run_1/placed.png
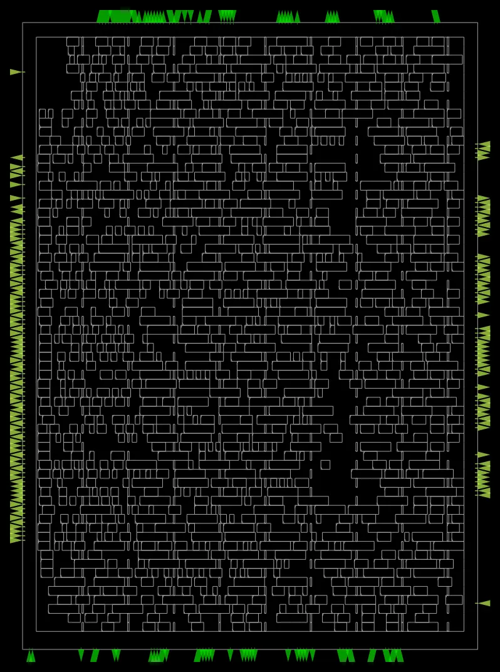
run_1/gates.png
Bar = 50 um.
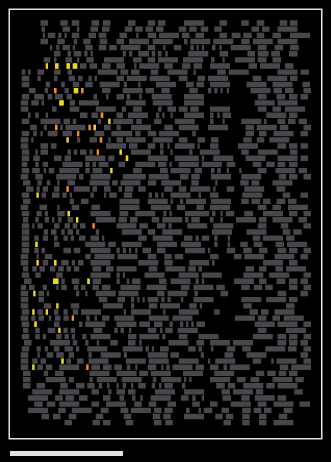
run_1/class_map.png
Bar = 50 um. Fill, decap, tap and diode cells in grey.
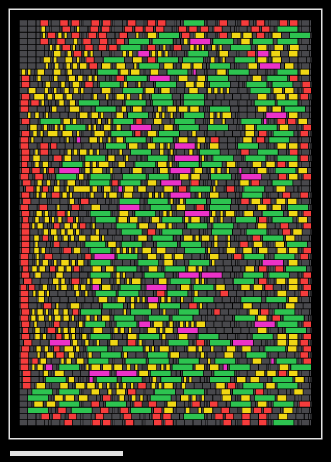
[config.mk]
export PLATFORM = sky130hd
export DESIGN_NAME = if_fetch_unit
export DESIGN_NICKNAME = d
export VERILOG_FILES = /design/src/rtl/if_fetch_unit.sv
export SDC_FILE = /design/constraint.sdc
export NUM_CORES = 1
export LEC_CHECK = 0
export CELL_PAD_IN_SITES_DETAIL_PLACEMENT = 1
export CELL_PAD_IN_SITES_GLOBAL_PLACEMENT = 1
export CORE_ASPECT_RATIO = 1.4
export CORE_MARGIN = 4
export CORE_UTILIZATION = 42
export DETAILED_ROUTE_END_ITERATION = 12
export PLACE_DENSITY_LB_ADDON = 0.1
export SLEW_MARGIN = 5
export SYNTH_ARGS = -nofsm -noshare
export SYNTH_HDL_FRONTEND = slang
export SYNTH_SLANG_ARGS = --single-unit
[constraint.sdc]
create_clock -name clk -period 7.8 [get_ports clk]
set_clock_uncertainty 0.2 [all_clocks]
set_input_delay 1.56 -clock clk [delete_from_list [all_inputs] [get_ports clk]]
set_output_delay 1.56 -clock clk [all_outputs]
set_load 0.1 [all_outputs]
[src/rtl/if_fetch_unit.sv]
// Instruction-fetch control around the PC register: issues in-order fetches under a
// credit limit, buffers {instr, pc} toward decode and squashes stale work on redirect.
module if_fetch_unit #(
    parameter int DEPTH = 2
) (
    input  logic        clk,
    input  logic        reset,
    input  logic [31:0] pc,
    output logic [31:0] next_pc,
    output logic        pc_en,
    input  logic        redirect_valid,
    input  logic [31:0] redirect_pc,
    output logic        imem_req_valid,
    output logic [31:0] imem_req_addr,
    input  logic        imem_req_ready,
    input  logic        imem_rsp_valid,
    input  logic [31:0] imem_rsp_data,
    output logic        if_valid,
    output logic [31:0] if_instr,
    output logic [31:0] if_pc,
    input  logic        if_ready
);
    localparam int PW = $clog2(DEPTH);
    localparam int CW = $clog2(DEPTH + 1);

    typedef enum logic {IDLE, RUN} state_t;

    state_t        state;
    logic [CW-1:0] outstanding;
    logic [CW-1:0] drop;
    logic [CW-1:0] count;
    logic [PW-1:0] tag_wr;
    logic [PW-1:0] tag_rd;
    logic [PW-1:0] fifo_wr;
    logic [PW-1:0] fifo_rd;
    logic [31:0]   tag_mem   [DEPTH];
    logic [31:0]   instr_mem [DEPTH];
    logic [31:0]   pc_mem    [DEPTH];

    logic          run;
    logic          redirect;
    logic          issue;
    logic          rsp_fire;
    logic          rsp_keep;
    logic          pop;
    logic [CW:0]   credits_used;

    // Every fetch holds a credit from issue until decode pops it, so the FIFO cannot overflow.
    assign run            = (state == RUN);
    assign credits_used   = {1'b0, count} + {1'b0, outstanding};
    assign imem_req_valid = run && !redirect_valid && (credits_used < (CW+1)'(DEPTH));
    assign imem_req_addr  = pc;
    assign issue          = imem_req_valid && imem_req_ready;
    assign redirect       = run && redirect_valid;
    assign rsp_fire       = imem_rsp_valid && (outstanding != '0);
    assign rsp_keep       = rsp_fire && (drop == '0) && !redirect;
    assign if_valid       = (count != '0);
    assign if_instr       = instr_mem[fifo_rd];
    assign if_pc          = pc_mem[fifo_rd];
    assign pop            = if_valid && if_ready;

    always_comb begin
        next_pc = pc;
        pc_en   = 1'b0;
        if (redirect) begin
            next_pc = redirect_pc & 32'hFFFF_FFFC;
            pc_en   = 1'b1;
        end else if (issue) begin
            next_pc = pc + 32'd4;
            pc_en   = 1'b1;
        end
    end

    // A redirect turns every still-pending response into one to discard.
    always_ff @(posedge clk or negedge reset) begin
        if (!reset) begin
            state       <= IDLE;
            outstanding <= '0;
            drop        <= '0;
        end else begin
            if (state == IDLE) begin
                state <= RUN;
            end
            if (redirect) begin
                outstanding <= outstanding - CW'(rsp_fire);
                drop        <= outstanding - CW'(rsp_fire);
            end else begin
                outstanding <= outstanding + CW'(issue) - CW'(rsp_fire);
                if (rsp_fire && (drop != '0)) begin
                    drop <= drop - CW'(1);
                end
            end
        end
    end

    always_ff @(posedge clk or negedge reset) begin
        if (!reset) begin
            tag_wr <= '0;
            tag_rd <= '0;
            for (int i = 0; i < DEPTH; i++) begin
                tag_mem[i] <= '0;
            end
        end else if (redirect) begin
            tag_wr <= '0;
            tag_rd <= '0;
        end else begin
            if (issue) begin
                tag_mem[tag_wr] <= pc;
                tag_wr          <= tag_wr + PW'(1);
            end
            if (rsp_keep) begin
                tag_rd <= tag_rd + PW'(1);
            end
        end
    end

    always_ff @(posedge clk or negedge reset) begin
        if (!reset) begin
            fifo_wr <= '0;
            fifo_rd <= '0;
            count   <= '0;
            for (int i = 0; i < DEPTH; i++) begin
                instr_mem[i] <= '0;
                pc_mem[i]    <= '0;
            end
        end else if (redirect) begin
            fifo_wr <= '0;
            fifo_rd <= '0;
            count   <= '0;
        end else begin
            if (rsp_keep) begin
                instr_mem[fifo_wr] <= imem_rsp_data;
                pc_mem[fifo_wr]    <= tag_mem[tag_rd];
                fifo_wr            <= fifo_wr + PW'(1);
            end
            if (pop) begin
                fifo_rd <= fifo_rd + PW'(1);
            end
            count <= count + CW'(rsp_keep) - CW'(pop);
        end
    end

endmodule

==> run summary, run 1 <==
Static Leakage = 5.59 nW
worst reg2reg path endpoint = tag_mem[25]$_DFFE_PN0P_
hold buffer count at CTS = 0
clock tree from TritonCTS = done
clk root buf = clkbuf_16
kind of start point of the critical path = input pin
number of non-clock buffers = 236
OpenROAD warnings = 30
Pwr Total = 6.27 mW
Setup-failing EPs final = 0
height of the chip = 189 um
setup repair after global routing missed its margin = no
number of maximum-capacitance constraint violations = 0
leading cell types in the layout, fill and taps excluded = 209 x clkdlybuf4s50_1, 201 x dfrtp_1, 187 x mux2_2
final weighted congestion in routability-driven placement = 0.784
total of warnings raised by yosys = 0
cell area after technology mapping = 0.00987 sq mm
first-pass iteration count of the detailed router = 4
maximum number of pins on one net before global-route repair = 106
Biggest Area Class = sequential cells
Antenna Violating Nets Remaining = 0
synthesized chip area reported by yosys = 0.00987 sq mm
timing-limited maximum frequency = 153 MHz
routed length per placed instance = 18.7 um
count of port buffers added during placement = 230
transition time at the pin with the least slew margin = 1.08 ns
area growth from synthesis to layout = 30.3%
final slew viol count = 0
Post-DP Area = 0.0121 sq mm
number of filler cells placed in the layout = 2412
required arrival time at the worst endpoint = 6.04 ns
floorplan core area = 0.0232 sq mm
overall overflow remaining after global route = 0
Die Footprint = 0.0260 sq mm
number of top-level design ports = 233
Max-Slew Margin vs Limit = 28.2%
Clk pin slew, worst setup/hold paths = 0.06 ns
Period minus WS final = 6.53 ns
flip-flops with a built-in enable = 0
number of nets in the final layout = 1146
number of antenna violations at the first check in global routing = 0
power per cell area = 488 mW/mm^2
Top Consumer = combinational cells
startpoint of the worst-slack reg-to-reg timing path = outstanding[0]$_DFF_PN0_
result of the run = complete, no violations
fraction of final layout cells sized beyond drive strength 1 = 24.3%
clock tree buffer depth = 3
total number of H-tree levels = 1
aggregate routed wire length = 25400 um
count of clock buffers in the final design = 31
MI comb area = 0.00430 sq mm
Avg Inst Size Synth = 11.4 sq um
Worst setup endpoint = next_pc[26]
kind of end point of the critical path = primary output
sequential element share of the synthesized area = 51.5%
net switching component of the power = 3.06 mW
drt via density = 5.27
initial DRC count = 214
TritonCTS Buffers = 22
Back to the opening pictures, placed.png:
total number of placement rows: 66
sequential share of cell area: 39.6%
core utilization of the finished layout: 55.4%
Layout Cells excl Fill: 1357
seq_cells: 203

Back to the opening pictures, gates.png:
Yellow marks nor cells, cells 28, most used nor2_1. Orange marks inv cells, cells 12, most used inv_1.

Back to the opening pictures, class_map.png:
Magenta marks clock drivers and dummy loads, cells 39, share of their area 6.0%. Green marks registers, cells 203, share of their area 41%. Red marks remaining buffers and delay cells, cells 236, share of their area 18%. Yellow marks remaining logic cells, cells 573, share of their area 35%.

==> run 1: cell families (layout without fill, tap and decap cells) <==
kind of cell             Yosys count  after routing  synth area share, %
XOR/XNOR                          18             18                 1.60
other                              1              1               0.0380
multiplexers                     220            220                 24.7
buffers and inverters             98            287                 5.02
adder cells (fa/ha/maj)            8              8                 1.09
flip-flops                       203            203                 51.5
AND-OR/OR-AND                    123            123                 6.90
AND/OR/NAND/NOR                  191            191                 9.18
==> run 1: per-layer routing <==
| layer | vias to the layer above | global-route usage, % | part of all wire [%] |
|---|---|---|---|
| met4 | 0 | 3.53 | 1.1 |
| met1 | 3573 | 24.9 | 42 |
| met3 | 24 | 4.86 | 6.9 |
| met5 | - | 0 | 0 |
| li1 | 3373 | - | - |
| met2 | 179 | 34.5 | 50 |
==> run 1: Yosys cell counts, drive strengths merged, types with 2 or more instances <==
| cell | n | area share (%) |
|---|---|---|
| dfrtp | 203 | 51 |
| mux2 | 187 | 21 |
| nand2 | 98 | 3.7 |
| o21ai | 89 | 4.5 |
| clkbuf | 44 | 1.7 |
| buf | 42 | 2.9 |
| mux2i | 33 | 3.3 |
| nor2 | 22 | 0.84 |
| nand3 | 19 | 0.96 |
| a31oi | 15 | 0.95 |
| inv | 12 | 0.46 |
| or4 | 12 | 0.91 |
| xnor2 | 12 | 1.1 |
| ha | 7 | 0.89 |
| o31ai | 7 | 0.53 |
| or3 | 7 | 0.44 |
| and2 | 6 | 0.38 |
| nand4 | 6 | 0.38 |
| xor2 | 6 | 0.53 |
| and3 | 5 | 0.32 |
| and4 | 4 | 0.36 |
| o211ai | 4 | 0.30 |
| a21oi | 3 | 0.15 |
| nor4 | 3 | 0.19 |
| nor3 | 2 | 0.10 |
| or2 | 2 | 0.13 |
| or4b | 2 | 0.20 |
==> run 1: critical path, cell delays in order <==
cell and delay, ns:
clkdlybuf4s50_1 0.45, or4b_1 0.72, or4_1 0.91, or4_1 0.58
a31oi_1 0.21, buf_4 0.32
==> run 1: sequential cells by signal (all words and copies together), names as in the netlist <==
| name | flops |
|---|---|
| instr_mem | 64 |
| tag_mem | 64 |
| drop | 2 |
| tag_rd | 1 |
| outstanding | 2 |
| count | 2 |
| run | 1 |
| fifo_wr | 1 |
| tag_wr | 1 |
| fifo_rd | 1 |
| pc_mem | 64 |
==> run 1: how the worst min path moves through the flow <==
stage | endpoint | start | slack (ns) | depth (start not counted)
global route | pc_mem[0]$_DFFE_PN0P_ | pc_mem[0]$_DFFE_PN0P_ | 0.30 | 2
finish | pc_mem[50]$_DFFE_PN0P_ | pc_mem[50]$_DFFE_PN0P_ | 0.27 | 2
global placement | pc_mem[27]$_DFFE_PN0P_ | pc_mem[27]$_DFFE_PN0P_ | 0.26 | 2
floorplan | pc_mem[0]$_DFFE_PN0P_ | pc_mem[0]$_DFFE_PN0P_ | 0.24 | 2
detailed placement | pc_mem[0]$_DFFE_PN0P_ | pc_mem[0]$_DFFE_PN0P_ | 0.27 | 2
CTS | pc_mem[6]$_DFFE_PN0P_ | pc_mem[6]$_DFFE_PN0P_ | 0.28 | 2
run_1/m4.png
Bar = 50 um.
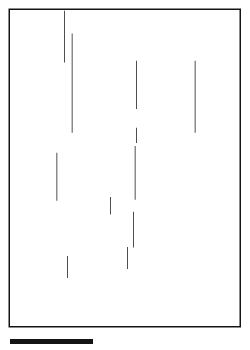

==> run 2: changes to the inputs <==
--- a/config.mk
+++ b/config.mk
@@ -9,7 +9,7 @@
 export CELL_PAD_IN_SITES_GLOBAL_PLACEMENT = 1
 export CORE_ASPECT_RATIO = 1.4
 export CORE_MARGIN = 4
-export CORE_UTILIZATION = 42
+export CORE_UTILIZATION = 39
 export DETAILED_ROUTE_END_ITERATION = 12
 export PLACE_DENSITY_LB_ADDON = 0.1
 export SLEW_MARGIN = 5
==> constraint.sdc (replaced) <==
create_clock -name clk -period 6.2 [get_ports clk]
set_clock_uncertainty 0.2 [all_clocks]
set_input_delay 1.24 -clock clk [delete_from_list [all_inputs] [get_ports clk]]
set_output_delay 1.24 -clock clk [all_outputs]
set_load 0.1 [all_outputs]
run_2/m4.png
Bar = 50 um.
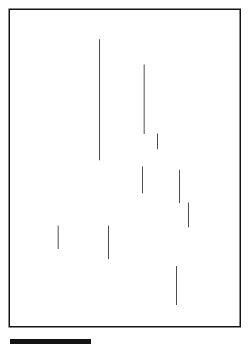
The wires run mostly vertical. The layer holds 0.91% of the routed length.

run_2/placed.png
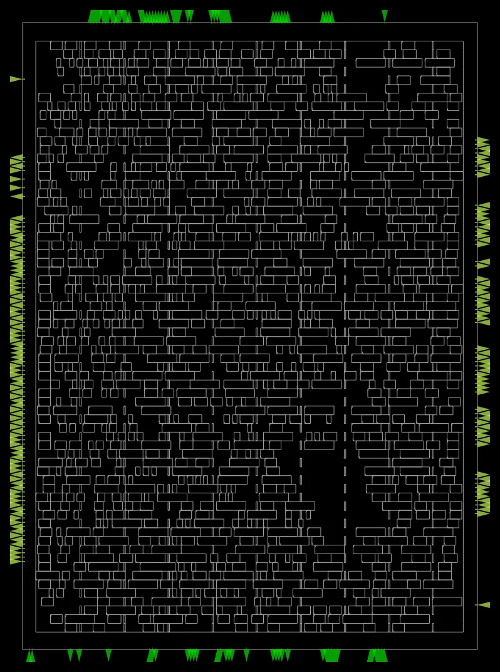
Layout Cells excl Fill: 1369
number of filler cells placed in the layout: 2628

==> run 2 against run 1 <==
  * First-iteration DRC count up 23%
  * Count of clock-buffer cells in the layout down 3
  * Die area up 7.3%
  * Sequential share of layout area down 0.64 points
  * Non-clock buffer count up 6
  * Worst setup slack worse by 0.79 ns
  * Synthesized cell count unchanged
  * Sequential power up 23%
  * Design area up 1.6%
==> run summary, run 2 <==
result of the run = complete, no violations
number of top-level design ports = 233
ranking of synthesized cells by area = dfrtp_1 51%, mux2_2 21%, o21ai_0 4.5%
arrival time at the worst endpoint = 4.28 ns
largest area contributor in the synthesized netlist = dfrtp_1
clock tree buffer depth = 3
net switching component of the power = 3.85 mW
Antenna Cells = 0
kind of end point of the critical path = primary output
number of maximum-capacitance constraint violations = 0
fraction of final layout cells sized beyond drive strength 1 = 25.7%
drt via density = 5.21
final weighted congestion in routability-driven placement = 0.740
Avg Inst Size Synth = 11.4 sq um
kind of start point of the critical path = input pin
initial DRC count = 263
total of warnings raised by yosys = 0
required arrival time at the worst endpoint = 4.76 ns
Die Span X = 142 um
leading post-synthesis cells by instance count = 203 x dfrtp_1, 187 x mux2_2, 98 x nand2_1
number of nets in the final layout = 1151
Period minus WS final = 5.72 ns
flip-flops with a built-in enable = 0
count of port buffers added during placement = 230
leading cell types in the layout, fill and taps excluded = 201 x dfrtp_1, 195 x clkdlybuf4s50_1, 187 x mux2_2
Die Footprint = 0.0279 sq mm
power per cell area = 598 mW/mm^2
Worst Hold Class = reg -> reg
height of the chip = 196 um
setup repair after global routing missed its margin = no
fraction of synthesized cell area taken by the top area cell type = 51.5%
cell count in the Yosys report = 862
clk root buf = clkbuf_16
clock tree from TritonCTS = done
first-pass iteration count of the detailed router = 4
via count of the first global-routing pass = 7734
MI comb area = 0.00430 sq mm
cell area after technology mapping = 0.00987 sq mm
Static Leakage = 5.69 nW
synthesized chip area reported by yosys = 0.00987 sq mm
aggregate routed wire length = 26100 um
wire length of the first global-routing pass = 41800 um
total number of placement rows = 68
Max-Slew Margin vs Limit = 28.4%
final slew viol count = 0
largest registers = instr_mem x64, pc_mem x64, tag_mem x64
routed length per placed instance = 19.1 um
timing-limited maximum frequency = 175 MHz
area growth from synthesis to layout = 32.4%
sequential element share of the synthesized area = 51.5%
Antenna Violating Nets Remaining = 0
floorplan core area = 0.0248 sq mm
transition time at the pin with the least slew margin = 1.07 ns
most common logic cell in the routed design = dfrtp_1
total number of H-tree levels = 1
maximum number of pins on one net before global-route repair = 123
Setup-failing EPs final = 0
OpenROAD warnings = 30
overall overflow remaining after global route = 0
leading cell type by number of instances after synthesis = dfrtp_1
clock sinks = 203
Clk pin slew, worst setup/hold paths = 0.06 ns
TritonCTS Buffers = 21
number of antenna violations at the first check in global routing = 0
vias after detailed routing = 7135
[run 2: cell counts after synthesis]
Identical to the previous run, type by type.
[run 2: final timing paths]
check	start	cells after the start	to
worst max register to register	outstanding[0]$_DFF_PN0_	6	tag_mem[23]$_DFFE_PN0P_
worst max-delay path	redirect_valid	7	next_pc[19]
max in group asynchronous	reset	2	instr_mem[33]$_DFFE_PN0P_
min in group asynchronous	reset	1	instr_mem[59]$_DFFE_PN0P_
worst min-delay path	pc_mem[20]$_DFFE_PN0P_	2	pc_mem[20]$_DFFE_PN0P_
worst min register to register	pc_mem[20]$_DFFE_PN0P_	2	pc_mem[20]$_DFFE_PN0P_
[run 2: cells by family after synthesis]
kind of cell	Yosys count	share of synthesized area (%)
buffers and inverters	98	5.02
and+or+nand+nor	191	9.18
other	1	0.0380
AOI/OAI and AO/OA	123	6.90
muxes	220	24.7
DFF	203	51.5
adders and majority gates	8	1.09
xor gates and xnor gates	18	1.60
[run 2: metrics by stage]
step                std cells  power, mW  instance area, sq um  worst slack (ns)  utilization, %
CTS                      1369       7.91                 13100             0.453            52.7
global placement         1333       6.59                 12400             0.497            50.2
detailed placement       1333       6.67                 12400             0.469            50.2
global route             1369       8.21                 13100             0.355            52.7
finish                   1369       7.81                 13100             0.478            52.7
floorplan                 862       5.61                  9870             0.173               -
[run 2: cell type report]
class                      count  share of cell area (%)
clock buffer                  28                    4.38
clock inverter                 8                   0.546
tap                          315                    3.02
inverter                      12                   0.345
sequential                   203                    38.9
multi-input combinational    561                    32.9
timing repair buffer         242                    19.9
[run 2: power by group through the flow]
stage / registers, mW / logic, mW / clock network (mW)
after detailed placement: 2.29 / 4.38 / 0
after CTS: 2.27 / 4.40 / 1.24
after global routing: 2.34 / 4.57 / 1.29
final: 2.26 / 4.35 / 1.20
after floorplan: 2.14 / 3.48 / 0
after global placement: 2.26 / 4.33 / 0
[run 2: metal layers]
layer	track usage [%]	wire, um	vias up
met1	24.0	11400	3559
li1	-	-	3366
met2	31.7	12900	190
met3	3.80	1570	20
met4	3.21	237	0
met5	0	0	-
[run 2: worst max-delay path: stages]
cell             delay, ns
clkdlybuf4s50_1       0.46
or4b_1                0.72
or4_1                 0.79
buf_4                 0.26
or4_1                 0.47
nand3_1               0.14
buf_12                0.19
run_2/layers.png
Bar = 50 um.
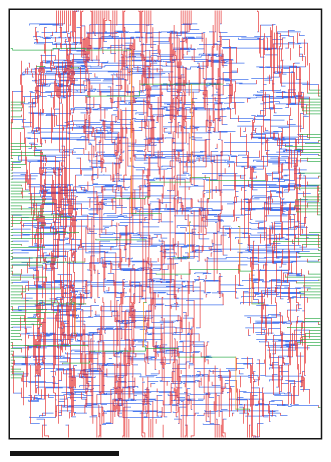

==> run 3: changes to the inputs <==
--- a/config.mk
+++ b/config.mk
@@ -7,11 +7,11 @@
 export LEC_CHECK = 0
 export CELL_PAD_IN_SITES_DETAIL_PLACEMENT = 1
 export CELL_PAD_IN_SITES_GLOBAL_PLACEMENT = 1
-export CORE_ASPECT_RATIO = 1.4
+export CORE_ASPECT_RATIO = 0.5
 export CORE_MARGIN = 4
 export CORE_UTILIZATION = 39
 export DETAILED_ROUTE_END_ITERATION = 12
-export PLACE_DENSITY_LB_ADDON = 0.1
+export PLACE_DENSITY_LB_ADDON = 0.15
 export SLEW_MARGIN = 5
 export SYNTH_ARGS = -nofsm -noshare
 export SYNTH_HDL_FRONTEND = slang
run_3/layers.png
Bar = 50 um.
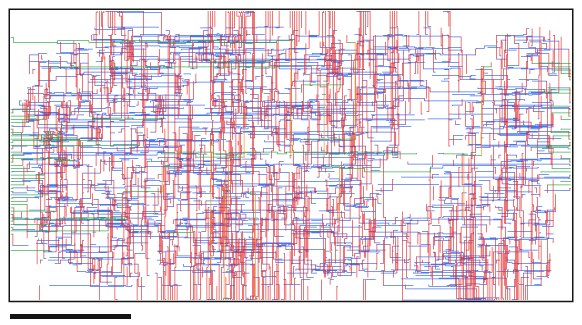
Orange marks M4, wire length 409 um. Red marks M2, wire length 13600 um. Green marks M3, wire length 1210 um. Blue marks M1, wire length 12000 um.

==> run 3 against run 2 <==
  * Synthesized cell count is the same
  * Utilization grew 0.88 points
  * Non-clock buffer count is the same
  * Combinational power shrank 0.9%
  * Power grew 0.60%
  * Maximum frequency shrank 0.15%
  * Count of clock-buffer cells in the layout is the same
  * Synthesized area is the same
  * First-iteration DRC count grew 25%
  * Sequential share of layout area shrank 0.093 points
  * Flip-flop count is the same
  * Largest cell class unchanged
  * Largest power group unchanged
  * Highest routed layer unchanged
==> run summary, run 3 <==
top_reg_cell synth = dfrtp_1
arrival time at the worst endpoint = 4.29 ns
Antenna Violating Nets Remaining = 0
final standard cell area without fillers = 0.0131 sq mm
result of the run = complete, no violations
setup repair after global routing missed its margin = no
most common logic cell in the routed design = dfrtp_1
clock tree buffer depth = 3
initial DRC count = 328
Avg Inst Size Synth = 11.4 sq um
transition time at the pin with the least slew margin = 1.14 ns
Clk pin slew, worst setup/hold paths = 0.06 ns
startpoint of the worst-slack reg-to-reg timing path = outstanding[0]$_DFF_PN0_
slowest library cell on the worst path = or4b_1
kind of start point of the critical path = input pin
fraction of final layout cells sized beyond drive strength 1 = 26.0%
minimum setup slack after placement = 0.483 ns
hold worst-path end = pc_mem[7]$_DFFE_PN0P_
cell count in the Yosys report = 862
worst reg2reg path endpoint = tag_mem[14]$_DFFE_PN0P_
largest registers = instr_mem x64, pc_mem x64, tag_mem x64
leading post-synthesis cells by instance count = 203 x dfrtp_1, 187 x mux2_2, 98 x nand2_1
hold buffer count at CTS = 0
maximum number of pins on one net before global-route repair = 97
fraction of synthesized cell area taken by the top area cell type = 51.5%
Worst Hold Class = reg -> reg
power per cell area = 600 mW/mm^2
number of nets in the final layout = 1150
Post-DP Area = 0.0124 sq mm
critical path's most frequent cell = or4_1
timing-limited maximum frequency = 175 MHz
count of port buffers added during placement = 230
leading cell type by number of instances after synthesis = dfrtp_1
vias after detailed routing = 7223
leading cell types in the layout, fill and taps excluded = 201 x dfrtp_1, 195 x clkdlybuf4s50_1, 187 x mux2_2
number of cells traversed by the worst hold path = 2
CP startpoint = redirect_valid
total number of H-tree levels = 1
number of antenna violations at the first check in global routing = 0
clk root buf = clkbuf_16
detailed-placement wirelength estimate = 18500 um
crit-path cells = clkdlybuf4s50_1 -> or4b_1 -> or4_1 -> buf_4 -> or4_1 -> a31oi_1 -> buf_12
synthesized chip area reported by yosys = 0.00987 sq mm
Crit path buffers/inverters = 3
required arrival time at the worst endpoint = 4.76 ns
total of warnings raised by yosys = 0
overall overflow remaining after global route = 0
wire length of the first global-routing pass = 43800 um
Die Footprint = 0.0281 sq mm
Top delay family on crit path = simple AND/OR/NAND/NOR gates
Max-Slew Margin vs Limit = 24.2%
min setup slack post-route = 0.470 ns
kind of end point of the critical path = primary output
routed length per placed instance = 19.6 um
beginning of the worst hold path = pc_mem[7]$_DFFE_PN0P_
TritonCTS Buffers = 20
aggregate routed wire length = 27200 um
final slew viol count = 0
peak supply drop = 0.316 mV
cell count of the worst reg-to-reg path = 6
cell area after technology mapping = 0.00987 sq mm
OpenROAD warnings = 28
total number of placement rows = 40
Die Span X = 233 um
Period minus WS final = 5.73 ns
drt via density = 5.21
sequential element share of the synthesized area = 51.5%
flip-flops with a built-in enable = 0
height of the chip = 120 um
via count of the first global-routing pass = 7966
Antenna Cells = 0
final weighted congestion in routability-driven placement = 0.776
number of top-level design ports = 233
number of maximum-capacitance constraint violations = 0
Static Leakage = 5.70 nW
Setup-failing EPs final = 0
area growth from synthesis to layout = 32.7%
run_3/class_map.png
Bar = 50 um. Fill, decap, tap and diode cells in grey.
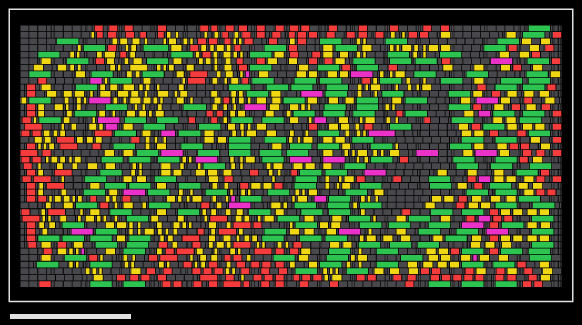
Magenta marks clock drivers and dummy loads, cells 33, share of their area 5.2%. Yellow marks remaining logic cells, cells 573, share of their area 34%. Green marks registers, cells 203, share of their area 40%. Red marks remaining buffers and delay cells, cells 242, share of their area 20%.

==> run 3: cell counts after synthesis <==
Identical to the previous run, type by type.
==> run 3: cells by family (layout without fill, tap and decap cells) <==
group,after synthesis,after routing,share of synthesized area (%)
compound gates,123,123,6.90
xor+xnor,18,18,1.60
fa+ha+maj,8,8,1.09
buf+inv,98,287,5.02
flops,203,203,51.5
mux,220,220,24.7
other cells,1,1,0.0380
simple gates,191,191,9.18
==> run 3: how the worst max path moves through the flow <==
stage / to / cells past startpoint
2_1_floorplan: next_pc[26] / 6
3_3_place_gp: next_pc[28] / 7
3_5_place_dp: next_pc[28] / 7
4_1_cts: next_pc[28] / 7
5_1_grt: next_pc[31] / 7
6_report: next_pc[28] / 7
==> run 3: metal layers <==
metal | vias up | routed length [um] | track usage, %
li1 | 3377 | - | -
met1 | 3694 | 12000 | 24.9
met5 | - | 0 | 0
met3 | 29 | 1210 | 4.38
met2 | 123 | 13600 | 34.5
met4 | 0 | 408 | 3.28
==> run 3: report_power, final <==
group | total (mW) | leakage [nW] | switching, mW | internal [mW]
combinational | 4.31 | 2.77 | 2.97 | 1.34
sequential | 2.32 | 2.60 | 0.406 | 1.92
clock | 1.22 | 0.331 | 0.507 | 0.716
total | 7.86 | 5.70 | 3.88 | 3.98
==> run 3: stage by stage <==
stage	std cells	hold WS, ns	util [%]	power [mW]
3_5_place_dp	1354	0.265	50.9	6.70
3_3_place_gp	1354	0.256	50.9	6.57
5_1_grt	1387	0.303	53.6	8.25
2_1_floorplan	862	0.244	-	5.61
4_1_cts	1387	0.279	53.6	7.95
6_report	1387	0.275	53.6	7.86
==> run 3: layout make-up <==
class | count | area [sq um]
Tap cell | 336 | 420
Clock buffer | 28 | 601
Fill cell | 2568 | 11300
Clock inverter | 5 | 61.3
Inverter | 12 | 45.0
Timing Repair Buffer | 242 | 2590
Sequential cell | 203 | 5080
Multi-Input combinational cell | 561 | 4300
==> run 3: worst register-to-register path: cells and delay by family (launching register included) <==
kind / cells / cell delay (ns)
AND/OR/NAND/NOR: 3 / 1.71
multiplexers: 1 / 0.61
adder cells (fa/ha/maj): 1 / 0.43
flip-flops: 1 / 0.40
buffers and inverters: 1 / 0.27
Power figures rest on the tool's default switching activity, not on a simulated workload.
